**config.mk**
```make
export PLATFORM = sky130hd
export DESIGN_NAME = execute_stage
export DESIGN_NICKNAME = d
export VERILOG_FILES = /design/src/rtl/riscv_pkg.sv /design/src/rtl/regfile.sv /design/src/rtl/execute_stage.sv
export SDC_FILE = /design/constraint.sdc
export NUM_CORES = 2
export LEC_CHECK = 0
export ABC_AREA = 1
export CAP_MARGIN = 0
export CORE_MARGIN = 4
export CORE_UTILIZATION = 55
export DETAILED_ROUTE_END_ITERATION = 10
export PLACE_DENSITY = 0.75
export SLEW_MARGIN = 20
export SYNTH_ARGS = -nofsm -noshare
export SYNTH_HDL_FRONTEND = slang
export SYNTH_HIERARCHICAL = 1
export SYNTH_SLANG_ARGS = --single-unit
```
**constraint.sdc**
```tcl
create_clock -name clk -period 33.7 [get_ports clk]
set_clock_uncertainty 0.1 [all_clocks]
set_input_delay 3.37 -clock clk [delete_from_list [all_inputs] [get_ports clk]]
set_output_delay 3.37 -clock clk [all_outputs]
set_load 0.02 [all_outputs]
```
**src/rtl/riscv_pkg.sv**
```systemverilog
// Shared RV32I definitions: data width, alu_op encodings, ALU control codes
// and the store opcode used by the immediate generator.
package riscv_pkg;

    localparam int XLEN = 32;

    localparam logic [1:0] ALUOP_ADD   = 2'b00;
    localparam logic [1:0] ALUOP_SUB   = 2'b01;
    localparam logic [1:0] ALUOP_FUNCT = 2'b10;

    localparam logic [6:0] OPC_STORE = 7'b0100011;

    typedef enum logic [3:0] {
        ALU_ADD,
        ALU_SUB,
        ALU_SLL,
        ALU_SLT,
        ALU_SLTU,
        ALU_XOR,
        ALU_SRL,
        ALU_SRA,
        ALU_OR,
        ALU_AND
    } alu_ctrl_e;

endpackage

```
**src/rtl/regfile.sv**
```systemverilog
// 32 x XLEN register file: two combinational read ports, one write port,
// x0 hardwired to zero, all registers cleared by asynchronous reset.
module regfile
    import riscv_pkg::*;
(
    input  logic            clk,
    input  logic            rst,
    input  logic            we_i,
    input  logic [4:0]      waddr_i,
    input  logic [XLEN-1:0] wdata_i,
    input  logic [4:0]      raddr1_i,
    input  logic [4:0]      raddr2_i,
    output logic [XLEN-1:0] rdata1_o,
    output logic [XLEN-1:0] rdata2_o
);

    logic [XLEN-1:0] regs [0:31];

    // Reset dominates, so a write pending at the moment rst rises is lost.
    always_ff @(posedge clk or posedge rst) begin
        if (rst) begin
            for (int i = 0; i < 32; i++) begin
                regs[i] <= '0;
            end
        end else if (we_i && (waddr_i != 5'd0)) begin
            regs[waddr_i] <= wdata_i;
        end
    end

    assign rdata1_o = (raddr1_i == 5'd0) ? '0 : regs[raddr1_i];
    assign rdata2_o = (raddr2_i == 5'd0) ? '0 : regs[raddr2_i];

endmodule

```
**src/rtl/execute_stage.sv**
```systemverilog
// Single-cycle RV32I execute stage: register file, immediate generator,
// ALU control and ALU. Define EXECUTE_SHIFT_EN to build the barrel shifter.
module execute_stage
    import riscv_pkg::*;
(
    input  logic            clk,
    input  logic            rst,
    input  logic            we,
    input  logic [1:0]      alu_op,
    input  logic            alu_src,
    input  logic [4:0]      rs1,
    input  logic [4:0]      rs2,
    input  logic [4:0]      rd,
    input  logic [31:0]     instr,
    input  logic [2:0]      funct3,
    input  logic            funct7_5,
    output logic [XLEN-1:0] alu_result,
    output logic            zero,
    output logic [XLEN-1:0] rd1,
    output logic [XLEN-1:0] rd2
);

    logic [XLEN-1:0] imm;
    logic [XLEN-1:0] op_a;
    logic [XLEN-1:0] op_b;
    logic [4:0]      shamt;
    alu_ctrl_e       alu_ctrl;
    logic            unused_instr;

    regfile rf (
        .clk      (clk),
        .rst      (rst),
        .we_i     (we),
        .waddr_i  (rd),
        .wdata_i  (alu_result),
        .raddr1_i (rs1),
        .raddr2_i (rs2),
        .rdata1_o (rd1),
        .rdata2_o (rd2)
    );

    // Only store and I-type layouts are needed; everything else reads as I-type.
    assign imm = (instr[6:0] == OPC_STORE)
               ? {{20{instr[31]}}, instr[31:25], instr[11:7]}
               : {{20{instr[31]}}, instr[31:20]};

    assign unused_instr = ^instr[19:12];

    assign op_a  = rd1;
    assign op_b  = alu_src ? imm : rd2;
    assign shamt = op_b[4:0];

    always_comb begin
        alu_ctrl = ALU_ADD;
        case (alu_op)
            ALUOP_SUB: alu_ctrl = ALU_SUB;
            ALUOP_FUNCT: begin
                case (funct3)
                    3'b000:  alu_ctrl = (funct7_5 && !alu_src) ? ALU_SUB : ALU_ADD;
                    3'b001:  alu_ctrl = ALU_SLL;
                    3'b010:  alu_ctrl = ALU_SLT;
                    3'b011:  alu_ctrl = ALU_SLTU;
                    3'b100:  alu_ctrl = ALU_XOR;
                    3'b101:  alu_ctrl = funct7_5 ? ALU_SRA : ALU_SRL;
                    3'b110:  alu_ctrl = ALU_OR;
                    default: alu_ctrl = ALU_AND;
                endcase
            end
            default: alu_ctrl = ALU_ADD;
        endcase
    end

    always_comb begin
        alu_result = '0;
        case (alu_ctrl)
            ALU_ADD:  alu_result = op_a + op_b;
            ALU_SUB:  alu_result = op_a - op_b;
            ALU_SLT:  alu_result = {{(XLEN-1){1'b0}}, ($signed(op_a) < $signed(op_b))};
            ALU_SLTU: alu_result = {{(XLEN-1){1'b0}}, (op_a < op_b)};
            ALU_XOR:  alu_result = op_a ^ op_b;
            ALU_OR:   alu_result = op_a | op_b;
            ALU_AND:  alu_result = op_a & op_b;
`ifdef EXECUTE_SHIFT_EN
            ALU_SLL:  alu_result = op_a << shamt;
            ALU_SRL:  alu_result = op_a >> shamt;
            ALU_SRA:  alu_result = $unsigned($signed(op_a) >>> shamt);
`else
            // Shifts collapse to zero so no shifter is built.
            ALU_SLL:  alu_result = '0;
            ALU_SRL:  alu_result = '0;
            ALU_SRA:  alu_result = '0;
`endif
            default:  alu_result = '0;
        endcase
    end

    assign zero = (alu_result == '0);

endmodule

```
Fig. 1: clock distribution
The bar under the picture is 100 um long.
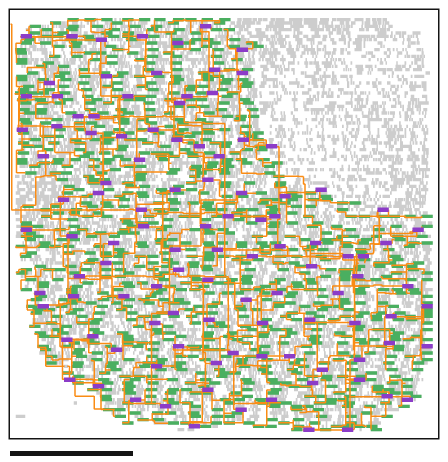
- purple: cells driving clock nets (count 109)
- orange: clock wires (length 13100 um)
- green: flip-flops (count 1024)
- flops lie: widely spread
- routed clock nets: 110
clock latency at the later pin of the worst-skew pair: 0.75 ns
share of power burned in the clock network: 28.3%

Fig. 2: wires at chosen ports, followed through buffers
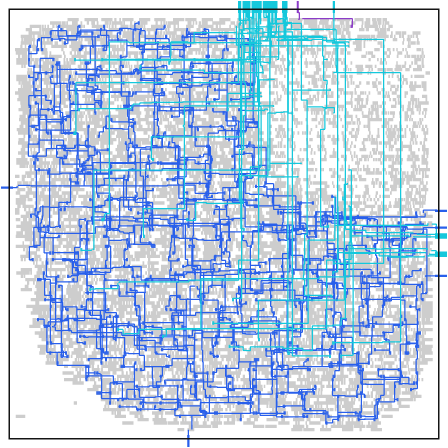
- purple: funct7_5 (bits 1; direction input; end cells 1; buffers 1; wire 57.2 um)
- cyan: rd2 (bits 32; direction output; end cells 32; buffers 34; wire 8420 um)
- blue: rs1 (bits 5; direction input; end cells 983; buffers 19; wire 18500 um)

==> results.txt <==
Notes on the flow run.

- Routing resource usage on met1 recorded by global route was 54.9%.
- After filler insertion, the fill cell instance count of the layout stands at 10.8k.
- For this run the aggregate overflow at the end of global routing stands at 0.
- Summed over all routing layers, the global router reports a total usage of 42.0%.
- The area growth from synthesis to layout is 8.01%, for reference.
- The vertical die size is 349 um, for reference.
- The register with the most flip-flops in the layout has 1024 of them.
- During I/O placement, the number of pins put on the boundary was 154.
- The registers reported with the highest flop counts are rf/regs (1024).
- The total buffers and inverters traversed by the critical path is 7, for reference.
- The cell type of the slowest stage on the worst timing path is sky130_fd_sc_hd__buf_4, for reference.
- The max-capacitance violation count is 0, for reference.
- The met2 layer usage reported by global route is 62.1%, for reference.
- The setup path with the least slack is of type input port to primary output.
- The count of tool warnings is 129, for reference.
- The script extracted a total leakage power of 33.7 nW.
- Ranked by total cell area, the synthesized netlist is headed by sky130_fd_sc_hd__dfrtp_1, sky130_fd_sc_hd__nand2_1, sky130_fd_sc_hd__nand3_1, sky130_fd_sc_hd__o21ai_0, sky130_fd_sc_hd__clkbuf_1.
- The worst hold path passes through 0 cells.
- The startpoint of the most critical setup path is rs2[0], for reference.
- The width of the die is 349 um, for reference.
- Per report_power, the sequential group accounts for 40.7% of the total.
- The share of the cycle needed by the critical path after routing is 46.8%, for reference.
- Per the detail_route report, vias per standard cell equal 6.20.
- The detailed route wirelength on metal3 is 37100 um, for reference.
- In the layout the commonest cells are sky130_fd_sc_hd__nand2_1, sky130_fd_sc_hd__nand3_1, sky130_fd_sc_hd__dfrtp_1, sky130_fd_sc_hd__o21ai_0, sky130_fd_sc_hd__nor2_1.
- Buffers placed on the I/O ports in this run total 145.
- The register bit total from synthesis is 1024, for reference.
- The most numerous cell type found on the critical path is sky130_fd_sc_hd__nand2_1.
- The highest ir drop seen on vdd is 0.0568 mV, for reference.
- The end of the worst hold path is rf/regs[1021], for reference.
- The count of flip-flops with a built-in enable after synthesis is 0, for reference.
- The type of element capturing the critical path is a primary output, for reference.
- The prevailing post-synth register cell is sky130_fd_sc_hd__dfrtp_1, for reference.
- Per the post-route antenna check, the number of violating nets is 0.
- The total setup buffers inserted after CTS is 0, for reference.
- By area, the combinational part of the netlist is dominated by simple AND/OR/NAND/NOR gates.
- Summing the areas of all compound-gate instances in the mapped netlist gives 10.5% of the synthesized area.
- Including well taps, the total number of placed cells is 10.9k.
- The hold slack is 0.299 ns, for reference.
- The setup check on the worst reg-to-reg path leaves a slack of 27.22 ns.
- rf/regs holds more flip-flops than any other register.
- The flow ran to the end, and the final reports show no timing, DRC or antenna violations.
- The launching element type of the critical path is an input port, for reference.
- Net switching is 38.8% of the power.
- The most critical setup path has its endpoint at zero.
- The path length in cells of the critical path is 31, for reference.
- Broken down by cell family, the worst path's largest delay share belongs to simple AND/OR/NAND/NOR gates.
- The met3 global-route usage is 12.1%, for reference.
- The number of gates resized after cts is 0, for reference.
Fig. 3: cell classes on the final placement
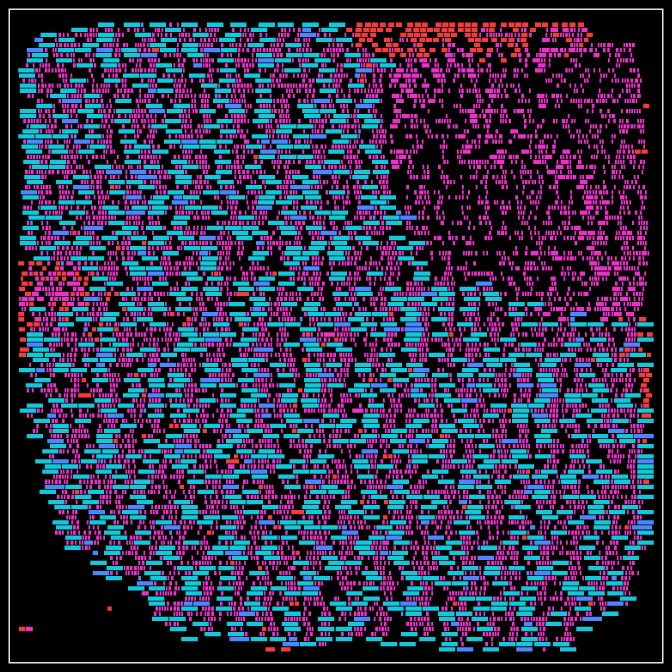
- magenta: all other logic (cells 8087)
- red: other buffers and delay cells (cells 252)
- cyan: flops (cells 1024)
- blue: clock drivers and dummy loads (cells 201)

power groups by stage:
stage               clock, mW  combinational, mW  sequential (mW)
global placement            0               1.33             1.84
CTS                      1.30               1.37             1.84
global route             1.35               1.57             1.90
floorplan                   0              0.967             1.81
detailed placement          0               1.37             1.86
finish                   1.29               1.41             1.86
cell type report:
| class | instances | area, um2 | area share [%] |
|---|---|---|---|
| Antenna cell | 11 | 27.5 | 0.0398 |
| Clock buffer | 152 | 3190 | 4.61 |
| Clock inverter | 49 | 666 | 0.962 |
| Inverter | 464 | 1790 | 2.59 |
| Multi-Input combinational cell | 7623 | 33700 | 48.7 |
| Sequential cell | 1024 | 25600 | 37.0 |
| Tap cell | 1512 | 1890 | 2.73 |
| Timing Repair Buffer | 252 | 2320 | 3.35 |
Power and IR drop assume default switching activity.
